--- src/rtl/multi_line_swap_buffer.sv ---
// multi_line_swap_buffer
// Schedules N_CAM line buffers onto one packetiser read port. Each trigger runs the
// enabled cameras in ascending index order. A camera gets a trig pulse, the block waits for
// its busy to drop, and the read port is routed to it. The block also provides a busy
// watchdog, a one-deep trigger queue and sticky error flags.
//
// state | meaning
// IDLE  | no sequence running; last served camera stays routed
// TRIG  | launch ch_trig for camera cur, load watchdog timer
// ARM   | ch_trig visible to the line buffer; ch_busy not yet valid
// WAIT  | wait for ch_busy[cur] low or watchdog terminal count
module multi_line_swap_buffer #(
    parameter int N_CAM   = 4,
    parameter int DW      = 16,
    parameter int RW      = 11,
    parameter int TIMEOUT = 65535,
    localparam int CW     = $clog2(N_CAM)
) (
    input  logic                rclk,
    input  logic                rst,
    input  logic                trig,
    input  logic                clr,
    input  logic [N_CAM-1:0]    cam_en,
    output logic [N_CAM-1:0]    ch_trig,
    input  logic [N_CAM-1:0]    ch_busy,
    input  logic [N_CAM-1:0]    ch_aquire,
    input  logic [N_CAM*DW-1:0] ch_data,
    input  logic [N_CAM*RW-1:0] ch_row,
    input  logic [N_CAM-1:0]    ch_err,
    output logic [N_CAM-1:0]    ch_re,
    input  logic                read_en,
    output logic                aquire,
    output logic [DW-1:0]       cam_data,
    output logic [RW-1:0]       cam_row,
    output logic [CW-1:0]       cam_idx,
    output logic [N_CAM-1:0]    cam_id,
    output logic                busy,
    output logic                done,
    output logic [N_CAM-1:0]    timeout,
    output logic                error
);

    // Watchdog is a down-counter loaded with TIMEOUT-1; terminal count at zero matches
    // an up-count reaching TIMEOUT-1.
    localparam int TMW = (TIMEOUT > 1) ? $clog2(TIMEOUT) : 1;
    localparam logic [TMW-1:0] TMR_LOAD = TMW'((TIMEOUT > 0) ? TIMEOUT - 1 : 0);

    typedef enum logic [1:0] {S_IDLE, S_TRIG, S_ARM, S_WAIT} state_t;

    state_t           state, state_nxt;
    logic [CW-1:0]    cur, cur_nxt;
    logic [N_CAM-1:0] mask, mask_nxt;
    logic [TMW-1:0]   timer, timer_nxt;
    logic             busy_nxt, done_nxt;
    logic             pending, pending_nxt;
    logic             trig_drop, drop_set;
    logic [N_CAM-1:0] to_set;
    logic [N_CAM-1:0] cur_oh;
    logic [CW-1:0]    first_cam, next_cam;
    logic             has_next;
    logic             wd_hit;

    assign cur_oh = {{(N_CAM-1){1'b0}}, 1'b1} << cur;
    assign wd_hit = (TIMEOUT != 0) && (timer == '0);

    // Read-port routing: everything follows cur, including in IDLE
    always_comb begin
        aquire   = ch_aquire[cur];
        cam_data = ch_data[int'(cur)*DW +: DW];
        cam_row  = ch_row[int'(cur)*RW +: RW];
        cam_idx  = cur;
        cam_id   = {1'b1, {(N_CAM-1){1'b0}}} >> cur;
        ch_re    = read_en ? cur_oh : '0;
        error    = (|ch_err) | (|timeout) | trig_drop;
    end

    // Camera selection: lowest enabled camera, and next latched camera above cur
    always_comb begin
        first_cam = '0;
        for (int i = N_CAM - 1; i >= 0; i--) begin
            if (cam_en[i]) first_cam = CW'(i);
        end
        has_next = 1'b0;
        next_cam = cur;
        for (int i = N_CAM - 1; i >= 0; i--) begin
            if (mask[i] && (i > int'(cur))) begin
                has_next = 1'b1;
                next_cam = CW'(i);
            end
        end
    end

    // Next-state and datapath update
    always_comb begin
        state_nxt = state;
        cur_nxt   = cur;
        mask_nxt  = mask;
        timer_nxt = timer;
        busy_nxt  = busy;
        done_nxt  = 1'b0;
        to_set    = '0;
        // Any request seen in IDLE is consumed; outside IDLE it is queued one deep
        pending_nxt = (state == S_IDLE) ? 1'b0 : (pending | trig);
        drop_set    = (state != S_IDLE) && trig && pending;
        case (state)
            S_IDLE: begin
                if ((trig || pending) && (cam_en != '0)) begin
                    mask_nxt  = cam_en;
                    cur_nxt   = first_cam;
                    busy_nxt  = 1'b1;
                    state_nxt = S_TRIG;
                end
            end
            S_TRIG: begin
                timer_nxt = TMR_LOAD;
                state_nxt = S_ARM;
            end
            S_ARM: begin
                state_nxt = S_WAIT;
            end
            S_WAIT: begin
                if (timer != '0) timer_nxt = timer - 1'b1;
                if (!ch_busy[cur] || wd_hit) begin
                    // Flag only a camera that really hung at terminal count
                    if (ch_busy[cur]) to_set = cur_oh;
                    if (has_next) begin
                        cur_nxt   = next_cam;
                        state_nxt = S_TRIG;
                    end else begin
                        done_nxt  = 1'b1;
                        busy_nxt  = 1'b0;
                        state_nxt = S_IDLE;
                    end
                end
            end
            default: state_nxt = S_IDLE;
        endcase
    end

    // State register
    always_ff @(posedge rclk or posedge rst) begin
        if (rst) state <= S_IDLE;
        else     state <= state_nxt;
    end

    // Datapath registers; sticky flags give set priority over clr
    always_ff @(posedge rclk or posedge rst) begin
        if (rst) begin
            cur       <= '0;
            mask      <= '0;
            timer     <= '0;
            busy      <= 1'b0;
            done      <= 1'b0;
            pending   <= 1'b0;
            trig_drop <= 1'b0;
            timeout   <= '0;
            ch_trig   <= '0;
        end else begin
            cur       <= cur_nxt;
            mask      <= mask_nxt;
            timer     <= timer_nxt;
            busy      <= busy_nxt;
            done      <= done_nxt;
            pending   <= pending_nxt;
            trig_drop <= drop_set | (trig_drop & ~clr);
            timeout   <= to_set | (timeout & ~{N_CAM{clr}});
            ch_trig   <= (state == S_TRIG) ? cur_oh : '0;
        end
    end

endmodule

--- config.mk ---
export PLATFORM = sky130hd
export DESIGN_NAME = multi_line_swap_buffer
export DESIGN_NICKNAME = d
export VERILOG_FILES = /design/src/rtl/multi_line_swap_buffer.sv
export SDC_FILE = /design/constraint.sdc
export NUM_CORES = 1
export LEC_CHECK = 0
export ABC_AREA = 1
export CAP_MARGIN = 20
export CORE_MARGIN = 2
export CORE_UTILIZATION = 33
export DETAILED_ROUTE_END_ITERATION = 10
export GPL_TIMING_DRIVEN = 0
export PLACE_DENSITY = 0.86
export SLEW_MARGIN = 25
export SYNTH_ARGS = -nofsm -noshare
export SYNTH_HDL_FRONTEND = slang
export SYNTH_SLANG_ARGS = --single-unit
--- constraint.sdc ---
create_clock -name rclk -period 1.5 [get_ports rclk]
set_input_delay 0.225 -clock rclk [delete_from_list [all_inputs] [get_ports rclk]]
set_output_delay 0.225 -clock rclk [all_outputs]
set_load 0.005 [all_outputs]
Fig. 1: run 1, routed metal, one colour a layer
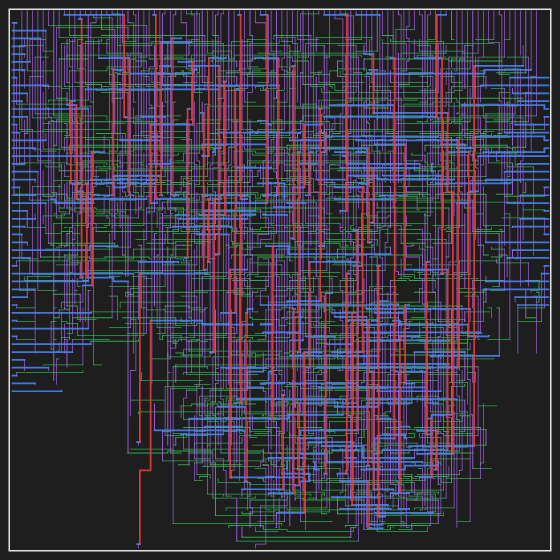
layer	colour	wire length
met1	green	5880 um
met2	purple	8730 um
met3	blue	1840 um
met4	red	1790 um

Fig. 2: run 1, placed standard cells
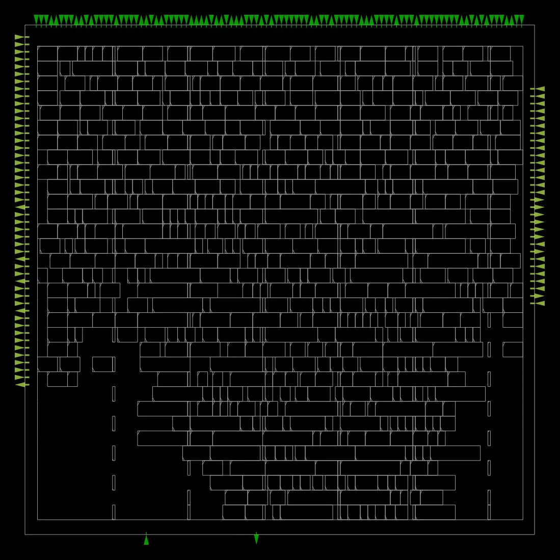
FP Rows: 32
Filler Cell Count: 403
utilization after layout: 78.6%

Fig. 3: run 1, routed metal per tile
19 x 19 tiles, from black (low) to pale yellow (high), scaled to the fullest tile. Values are wire area over tile area, all layers added.
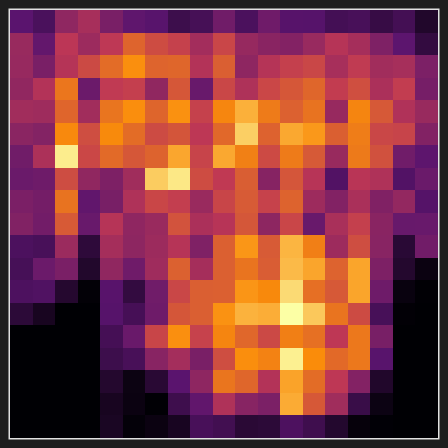
nearly empty tiles	11%
tiles over half the peak	39%
fullest tile	0.91
mean over tiles	0.37
densest ninth of the die	centre

==> out/metrics.yaml, run 1 <==
status: "finished with violations"
violations: "negative setup slack"
cts_tree: "yes"
rsz0062_at_grt: "true"
p_switching_mw: 5.81
clk-power_mw: 0.928
enable_flop_cells: 0
power-per-cell-area_nw_per_um2: 2040
area_delta_synth_final_pct: 130
n_all_buffers: 273
worst_slack_ns: -0.580
grt_max_degree: 36
clk_latency_ns: 0.31
seq_area_sq_um: 885
p_leak_nw: 2.75
fp_util_pct: 34.2
p_comb_share_pct: 77.3
logic_gates: 294
fin_skew_ns: 0.0147
yosys_warnings: 0
largest_class: "buffers"
top_logic_kind: "simple AND/OR/NAND/NOR gates"
chipArea_sq_um: 8780
grt_pass1_wl_mm: 23.1
power_frac_clock_pct: 7.4
syn_area_sq_um: 2650
comb_area_share_pct: 34.4
place_congestion: 0.878
min_period_ns: 2.08
largestPowerGroup: "combinational cells"
dpl_worst_slack_ns: -0.732
maxSlewViolCount: 0
ant_nets: 0
nWellTaps: 102
simple_gate_share_pct: 35.1
coreArea_sq_um: 7770
final_common_cell: "clkdlybuf4s50_1"
drt-pass1-iter-count: 5
sequentialPower_mw: 1.90
drt_iter0_markers: 393
startpoint_type: "register"
tightest_slew_ns: 0.753
flop-count: 35
clkTransAtPathRegs_ns: 0.09
nNetsFinal: 785
swShare_pct: 46.6
post_cts_buffers: 71
setup_viol: 60
cts_inserted_buffers: 5
mux_area_share_pct: 0.424
cts.htree.levels: 2
clk_path_buf_depth: 2
root_buffer: "clkbuf_8"
dpl_cell_area_sq_um: 4560
final_cells: 755
hold_viol: 0
grt_overflow: 0
cts_resized: 306
antenna_cells: 0
grt_pass1_vias: 4516
inv_count: 43
warning_count: 30
final-nonclk-buf-share_pct: 44.1
drcViolationCount: 0
pwr.group.combinational_mw: 9.65
synth.avg_cell_area_sq_um: 6.88
max_freq_ghz: 0.481
critical_path_class: "reg -> out"
hold_path.class: "in -> async"
place_inst: 665
die_width_um: 93.7
lay_top_cells: "136 x clkdlybuf4s50_1, 81 x nand2_1, 46 x buf_6, 36 x buf_4, 35 x a22oi_2"
clock_area_share_pct: 1.93
dp_hpwl_mm: 8.43
layout-drive-gt1-share_pct: 42.6
track_usage_pct: 33.8
final_area_sq_um: 6110
total_power_mw: 12.5
tns_ns: -18.00
cts.sinks: 35
sh_seq_area_pct: 14.5
synthArstFlopShare_pct: 100
ys_area_sq_um: 2650
ff_type: "dfrtp_1"
xor_share_pct: 1.32
syn_inst: 386
drt_wl_total_mm: 18.2
pin_count: 178
ys_sh_adder_pct: 1.89
clockBufferCount: 6
syn-num-nets: 519
vias: 4532
[run 1: final timing paths]
kind                            start      endpoint  slack [ns]  depth (start not counted)
setup / recovery           cam_idx[0]  cam_data[12]       -0.58                          8
max in group asynchronous         rst      timer[8]        0.59                          2
hold / removal                    rst    cam_idx[1]        0.37                          2
min in group rclk           trig_drop     trig_drop        0.53                          2
hold reg to reg             trig_drop     trig_drop        0.53                          2
setup reg to reg           cam_idx[0]          busy       -0.51                         14
[run 1: per-layer routing]
metal	GRT usage, %	wire length (um)	up-vias	share of wire, %
li1	-	-	1839	-
met5	0	0	-	0
met2	59.0	8730	425	48
met4	20.2	1790	0	9.8
met3	8.43	1840	145	10
met1	37.0	5880	2123	32
[run 1: cell usage after synthesis (2+ instances only)]
cell / instances / area (sq um)
inv_2: 2 / 7.51
dfrtp_1: 35 / 876
inv_1: 40 / 150
nand4_1: 8 / 50.1
ha_1: 4 / 50.1
nor2_1: 31 / 116
o21ai_2: 9 / 78.8
a21oi_1: 3 / 15.0
nor4_1: 2 / 12.5
clkbuf_1: 11 / 41.3
nand3_2: 2 / 20.0
a22oi_1: 44 / 330
nand2_4: 3 / 33.8
nand2_2: 2 / 12.5
buf_1: 2 / 7.51
nor2_2: 5 / 31.3
xor2_1: 4 / 35.0
nand3_1: 43 / 215
o21ai_0: 15 / 75.1
nand2_1: 111 / 417
[run 1: registers in the layout (all words and copies together), names as in the netlist]
signal and flops:
pending 1, done 1, timer 16, ch_trig 4
mask 3, cam_idx 2, busy 1, state 2
timeout 4, trig_drop 1
[run 1: critical path, cell delays in order (launching register included)]
cell and delay (ns):
dfrtp_2 0.52, inv_2 0.10, nand2_4 0.10, inv_6 0.05
clkbuf_16 0.15, buf_8 0.13, a22oi_2 0.24, nand2_1 0.10
buf_2 0.14
Fig. 4: run 1, metal 1
Supply wires on this layer in grey.
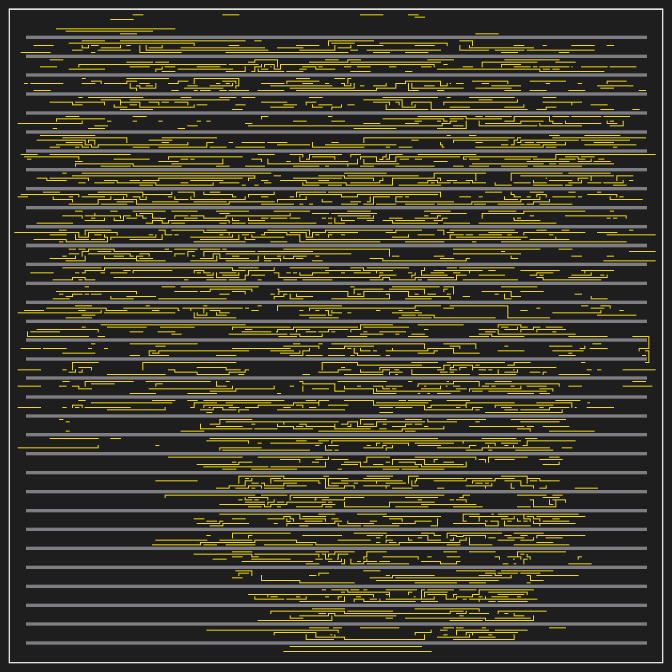

==> inputs of run 2 (changes only) <==
==> constraint.sdc (replaced) <==
create_clock -name rclk -period 1.5 [get_ports rclk]
set_input_delay 0.225 -clock rclk [delete_from_list [all_inputs] [get_ports rclk]]
set_output_delay 0.225 -clock rclk [all_outputs]
set_load 0.05 [all_outputs]
Fig. 5: run 2, metal 1
Supply wires on this layer in grey.
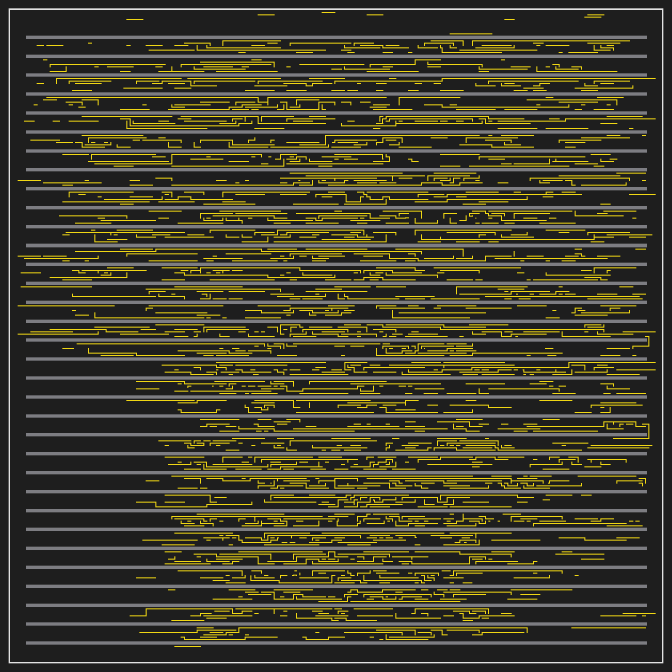
main direction	horizontal
share of all routed wire	32%
wire length on this layer	6010 um

Fig. 6: run 2, routed metal, one colour a layer
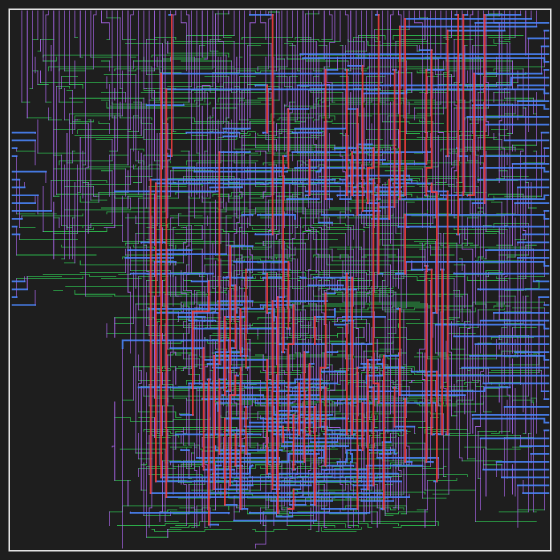
layer	colour	wire length
met1	green	6010 um
met4	red	1750 um
met3	blue	2330 um
met2	purple	8830 um

==> out/metrics.yaml, run 2 <==
die_width_um: 93.7  # unchanged
synth.avg_cell_area_sq_um: 6.88  # unchanged
reg_top3: "timer x16, ch_trig x4, timeout x4"
status: "finished with violations"
dpl_cell_area_sq_um: 4890  # +7.4%
warning_count: 31  # +3.3%
fin_skew_ns: 0.0182  # +0.00353 ns
grt_max_degree: 36  # unchanged
enable_flop_cells: 0  # unchanged
chipArea_sq_um: 8780  # unchanged
cts_tree: "yes"
grt_pass1_wl_mm: 21.0  # -9.4%
place_inst: 665  # unchanged
r2r.worst_path.cells: 9  # -5
max_freq_ghz: 0.419  # -13%
top_cell: "nand2_1"
rows: 32  # unchanged
final_cells: 729  # -3.4%
root_buffer: "clkbuf_8"
hold_viol: 0  # unchanged
fp_util_pct: 34.2  # unchanged
worst_slack_ns: -0.886  # -0.306 ns
place_congestion: 0.850  # -3.2%
ff_type: "dfrtp_1"
grt_pass1_vias: 4025  # -11%
nFillCells: 368  # -8.7%
drt-pass1-iter-count: 6  # +1
clk_latency_ns: 0.30  # about the same
drcViolationCount: 0  # unchanged
drt_iter0_markers: 660  # +68%
violations: "negative setup slack"
r2r_slack_ns: -0.26  # +0.25 ns
clkTransAtPathRegs_ns: 0.08  # about the same
clk_path_buf_depth: 2  # unchanged
syn_inst: 386  # unchanged
synthArstFlopShare_pct: 100  # unchanged
cp_top_family: "flip-flops"
ys_area_sq_um: 2650  # unchanged
vias: 4458  # -1.6%
tns_ns: -17.18  # +0.825 ns
coreArea_sq_um: 7770  # unchanged
setup_viol: 65  # +8.3%
area_delta_synth_final_pct: 140
pin_count: 178  # unchanged
seq_area_sq_um: 882  # -0.28%
cts_inserted_buffers: 5  # unchanged
total_power_mw: 15.3  # +23%
drt_wl_total_mm: 18.9  # +3.7%
synth_area_leader_cell: "dfrtp_1"
regMostFlops: "timer"
post-route-util_pct: 81.9  # +3.2 points
final_common_cell: "clkdlybuf4s50_1"
largest_reg_flops: 16  # unchanged
path_buffers: 3  # -2
tightest_slew_ns: 0.738  # -0.0158 ns
nNetsFinal: 759  # -3.3%
critPathSlowestCell: "dfrtp_2"
ant_nets: 0  # unchanged
synthTopCellsByArea: "dfrtp_1 33%, nand2_1 16%, a22oi_1 12%"
power-per-cell-area_nw_per_um2: 2410  # +18%
cts.htree.levels: 2  # unchanged
syn_area_sq_um: 2650  # unchanged
yosys_warnings: 0  # unchanged
critical_path_class: "reg -> out"
dpl_worst_slack_ns: -0.869  # -0.137 ns
startpoint_type: "register"
antenna_cells: 0  # unchanged
p_leak_nw: 2.75  # -0.25%
track_usage_pct: 30.5  # -3.3 points
ys_top_cells_by_count: "111 x nand2_1, 44 x a22oi_1, 43 x nand3_1, 40 x inv_1, 35 x dfrtp_1"
reg2reg_from: "cam_idx[1]"
grt_overflow: 0  # unchanged
dp_hpwl_mm: 9.04  # +7.2%
crit_chain: "nor2_4, buf_12, buf_12, a22oi_2, nand3_4, buf_6"
cts.sinks: 35  # unchanged
reg2reg_to: "busy"
maxSlewViolCount: 0  # unchanged
syn-num-nets: 519  # unchanged
rsz0062_at_grt: "true"
cpPeakStageDelay_ns: 0.55  # +0.03 ns
antenna_found_initial: 0
## run 2: repair_timing
action,CTS,global route
pin swaps,22,47
setup buffers,24,22
gates resized,364,128
cloned,6,5
hold buffers,0,0
endpoints found under the setup margin,75,67
## run 2: metal layers
layer,wire (um),GRT usage [%],vias up
met5,0,0,-
met1,6010,35.2,2066
met2,8830,53.9,433
met3,2330,7.87,163
li1,-,-,1796
met4,1750,12.2,0
## run 2: layout make-up
cell class | instances | share of cell area, %
inverters | 43 | 2.97
plain buffers | 15 | 4.29
flip-flops and latches | 35 | 13.9
clock inverters | 1 | 0.0787
well taps | 102 | 2.01
repair buffers | 233 | 39.1
multi-input cells | 293 | 36.4
clock buffers | 7 | 1.36
## run 2: cell families after synthesis
logic type / after synthesis / synth area share [%]
AOI/OAI and AO/OA: 73 / 19.4
xor gates and xnor gates: 4 / 1.32
adders and majority gates: 4 / 1.89
buffers and inverters: 59 / 8.82
DFF: 35 / 33.0
muxes: 1 / 0.424
and+or+nand+nor: 210 / 35.1
## run 2: power breakdown
part | switching, mW | internal, mW
logic | 7.40 | 5.30
registers | 0.508 | 1.35
clock network | 0.370 | 0.371
total | 8.28 | 7.02
## run 2: worst max path at each step
stage          startpoint      endpoint  slack, ns  cells past startpoint
5_1_grt        cam_idx[1]    cam_row[9]      -0.83                      6
6_report       cam_idx[1]    cam_row[9]      -0.89                      6
4_1_cts        cam_idx[0]   cam_data[9]      -0.38                      7
3_5_place_dp   cam_idx[0]  cam_data[13]      -0.87                      5
2_1_floorplan  cam_idx[0]      ch_re[0]      -0.12                      4
3_3_place_gp   cam_idx[0]  cam_data[13]      -0.82                      5
==> inputs of run 3 (changes only) <==
--- a/config.mk
+++ b/config.mk
@@ -9,10 +9,11 @@
 export CAP_MARGIN = 20
 export CORE_MARGIN = 2
 export CORE_UTILIZATION = 33
+export CTS_CLUSTER_DIAMETER = 80
 export DETAILED_ROUTE_END_ITERATION = 10
 export GPL_TIMING_DRIVEN = 0
 export PLACE_DENSITY = 0.86
-export SLEW_MARGIN = 25
+export SLEW_MARGIN = 15
 export SYNTH_ARGS = -nofsm -noshare
 export SYNTH_HDL_FRONTEND = slang
 export SYNTH_SLANG_ARGS = --single-unit
Fig. 7: run 3, routed metal per tile
19 x 19 tiles, from black (low) to pale yellow (high), scaled to the fullest tile. Values are wire area over tile area, all layers added.
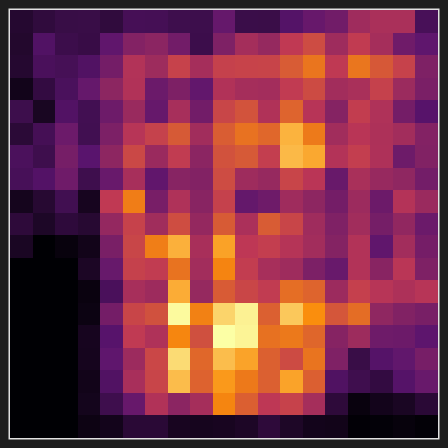
tiles over half the peak	28%
mean over tiles	0.39
nearly empty tiles	8.0%

Fig. 8: run 3, routed metal, one colour a layer
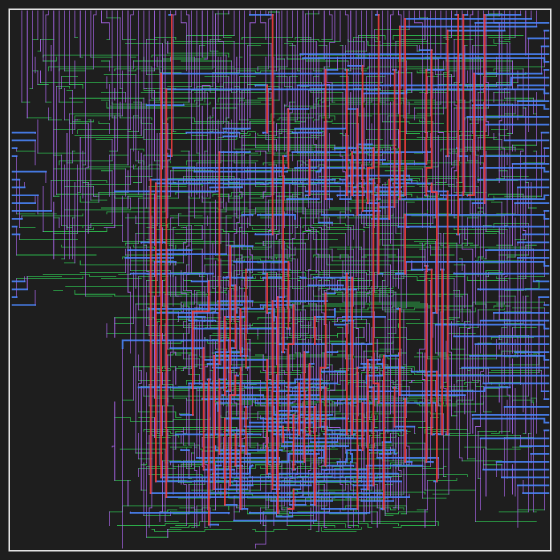
layer	colour	wire length
met2	purple	8830 um
met4	red	1750 um
met3	blue	2330 um
met1	green	6010 um

==> out/metrics.yaml, run 3 <==
status: "finished with violations"
violations: "negative setup slack"
final_cells: 729  # unchanged
top_logic_kind: "simple AND/OR/NAND/NOR gates"
syn-num-nets: 519  # unchanged
reg2reg_to: "busy"
drt_wl_total_mm: 18.9  # unchanged
die_h_um: 93.7
mux_area_share_pct: 0.424  # unchanged
ys_cells: 386
finalCritPeriodShare_pct: 159
p_int_mw: 7.02  # unchanged
swShare_pct: 54.1  # unchanged
p_comb_share_pct: 83.0  # about the same
cts.htree.levels: 2  # unchanged
hold_path.class: "in -> async"
drcViolationCount: 0  # unchanged
synthTopCellsByArea: "dfrtp_1 33%, nand2_1 16%, a22oi_1 12%"
synth.top_cell.area_share_pct: 33.0
clk_latency_ns: 0.30  # about the same
total_power_mw: 15.3  # unchanged
final_common_cell: "clkdlybuf4s50_1"
grt_overflow: 0  # unchanged
setup_viol: 65  # unchanged
drt-pass1-iter-count: 6  # unchanged
warning_count: 31  # unchanged
area_delta_synth_final_pct: 140  # unchanged
ant_nets: 0  # unchanged
pin_count: 178  # unchanged
ff_type: "dfrtp_1"
cts_tree: "yes"
rsz0062_at_grt: "true"
synth-compound-area-share_pct: 19.4  # unchanged
yosysSeqAreaShare_pct: 33.0
cts.sinks: 35  # unchanged
clkTransAtPathRegs_ns: 0.08  # about the same
maxCapViolCount: 0
yosys_warnings: 0  # unchanged
ys_area_sq_um: 2650  # unchanged
r2r_slack_ns: -0.26  # about the same
fp_util_pct: 34.2  # unchanged
synthArstFlopShare_pct: 100  # unchanged
drt_iter0_markers: 660  # unchanged
grt_max_degree: 36  # unchanged
chipArea_sq_um: 8780  # unchanged
worst_slack_ns: -0.886  # unchanged
dpl_worst_slack_ns: -0.869  # unchanged
critPathMaxFanout: 10
wire_per_inst_um: 26.0
slew-limit-headroom_pct: 50.8
simple_gate_share_pct: 35.1  # unchanged
p_switching_mw: 8.28  # unchanged
place_inst: 665  # unchanged
dp_hpwl_mm: 9.04  # unchanged
syn_area_sq_um: 2650  # unchanged
tightest_slew_ns: 0.738  # unchanged
maxSlewViolCount: 0  # unchanged
fin_skew_ns: 0.0182  # unchanged
syn_inst: 386  # unchanged
clk_path_buf_depth: 2  # unchanged
top_cell: "nand2_1"
enable_flop_cells: 0  # unchanged
max-vdd-ir-drop_mv: 1.33
post-route-util_pct: 81.9  # unchanged
track_usage_pct: 30.5  # unchanged
synth.distinct_cells: 30
tns_ns: -17.18  # unchanged
ys_sh_adder_pct: 1.89  # unchanged
io_buffers: 177
crit_path_end_kind: "output pin"
regMostFlops: "timer"
final_area_sq_um: 6360
seq_power_share_pct: 12.2  # about the same
reg2reg_from: "cam_idx[1]"
power-per-cell-area_nw_per_um2: 2410  # unchanged
layout-drive-gt1-share_pct: 44.7
antenna_cells: 0  # unchanged
startpoint_type: "register"
synth.avg_cell_area_sq_um: 6.88  # unchanged
place_congestion: 0.850  # unchanged
die_width_um: 93.7  # unchanged
antenna_found_initial: 0  # unchanged
rows: 32  # unchanged
coreArea_sq_um: 7770  # unchanged
grt_pass1_vias: 4025  # unchanged
viasPerCell: 6.12
grt_pass1_wl_mm: 21.0  # unchanged
critPathArrivalTime_ns: 2.16
root_buffer: "clkbuf_8"
dpl_cell_area_sq_um: 4890  # unchanged
ys_top_cells_by_count: "111 x nand2_1, 44 x a22oi_1, 43 x nand3_1, 40 x inv_1, 35 x dfrtp_1"
power_frac_clock_pct: 4.8  # about the same
nNetsFinal: 759  # unchanged
lay_top_cells: "128 x clkdlybuf4s50_1, 72 x nand2_1, 41 x a22oi_2, 38 x buf_6"
min_period_ns: 2.39
cts_inserted_buffers: 5  # unchanged
hold_viol: 0  # unchanged
xor_share_pct: 1.32  # unchanged
r2r.worst_path.cells: 9  # unchanged
synth_flops: 35
p_leak_nw: 2.75  # unchanged
hold_ws_ns: 0.372
cp.required_ns: 1.27
critical_path_class: "reg -> out"
largest_reg_flops: 16  # unchanged
vias: 4458  # unchanged
synth_area_leader_cell: "dfrtp_1"
reg_top3: "timer x16, ch_trig x4, timeout x4"
max_freq_ghz: 0.419  # unchanged
==> run 3: power groups by stage <==
| stage | sequential [mW] | combinational (mW) | clock (mW) |
|---|---|---|---|
| finish | 1.86 | 12.7 | 0.741 |
| global route | 1.86 | 13.1 | 0.762 |
| global placement | 1.71 | 7.92 | 0 |
| floorplan | 1.95 | 5.42 | 0 |
| detailed placement | 1.73 | 8.10 | 0 |
| CTS | 1.72 | 10.1 | 0.711 |
==> run 3: area by class of cell <==
cell class                      instances  area [sq um]
Clock buffer                            7          86.3
Multi-Input combinational cell        293          2310
Clock inverter                          1          5.00
Sequential cell                        35           882
Inverter                               43           189
Fill cell                             368          1410
Tap cell                              102           128
Buffer                                 15           273
Timing Repair Buffer                  233          2480
==> run 3: what timing repair did <==
item,4_1_cts,5_1_grt
resized,364,128
cloned,6,5
pin swaps,22,47
buffers inserted,24,22
endpoints found under the setup margin,75,67
hold buffers,0,0
==> run 3: worst max-delay path, stage by stage, from the launching register on <==
cell and delay (ns):
dfrtp_2 0.55, nor2_4 0.10, buf_12 0.16, buf_12 0.14
a22oi_2 0.45, nand3_4 0.23, buf_6 0.21
==> run 3: worst max path at each step <==
stage | startpoint | endpoint | slack (ns) | cells after the start
global placement | cam_idx[0] | cam_data[13] | -0.82 | 5
global route | cam_idx[1] | cam_row[9] | -0.83 | 6
finish | cam_idx[1] | cam_row[9] | -0.89 | 6
detailed placement | cam_idx[0] | cam_data[13] | -0.87 | 5
CTS | cam_idx[0] | cam_data[9] | -0.38 | 7
floorplan | cam_idx[0] | ch_re[0] | -0.12 | 4
==> run 3: metal layers <==
metal	GRT usage, %	part of all wire [%]	up-vias
met3	7.87	12	163
li1	-	-	1796
met5	0	0	-
met1	35.2	32	2066
met2	53.9	47	433
met4	12.2	9.2	0

==> notes/layouts.md <==
Pictures saved along the way, in no particular order.

Cell classes on the final placement.
The bar under the picture is 20 um long. Fill, decap, tap and diode cells in grey.
shot_01.png
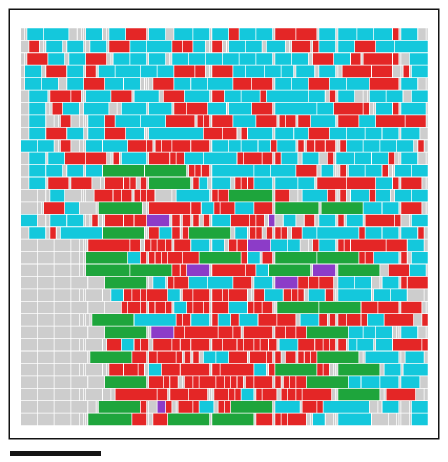
shot_02.png
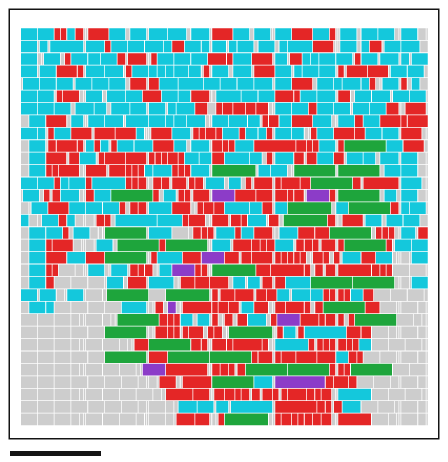
| picture | from |
|---|---|
| shot_01.png | run 2 |
| shot_02.png | run 1 |

Key to shot_02.png:
class	colour	cells	share of their area
other buffers and delay cells	cyan	273	45%
flip-flops	green	35	15%
clock drivers and dummy loads	purple	8	2.0%
all other logic	red	337	38%

Power and IR drop assume default switching activity.
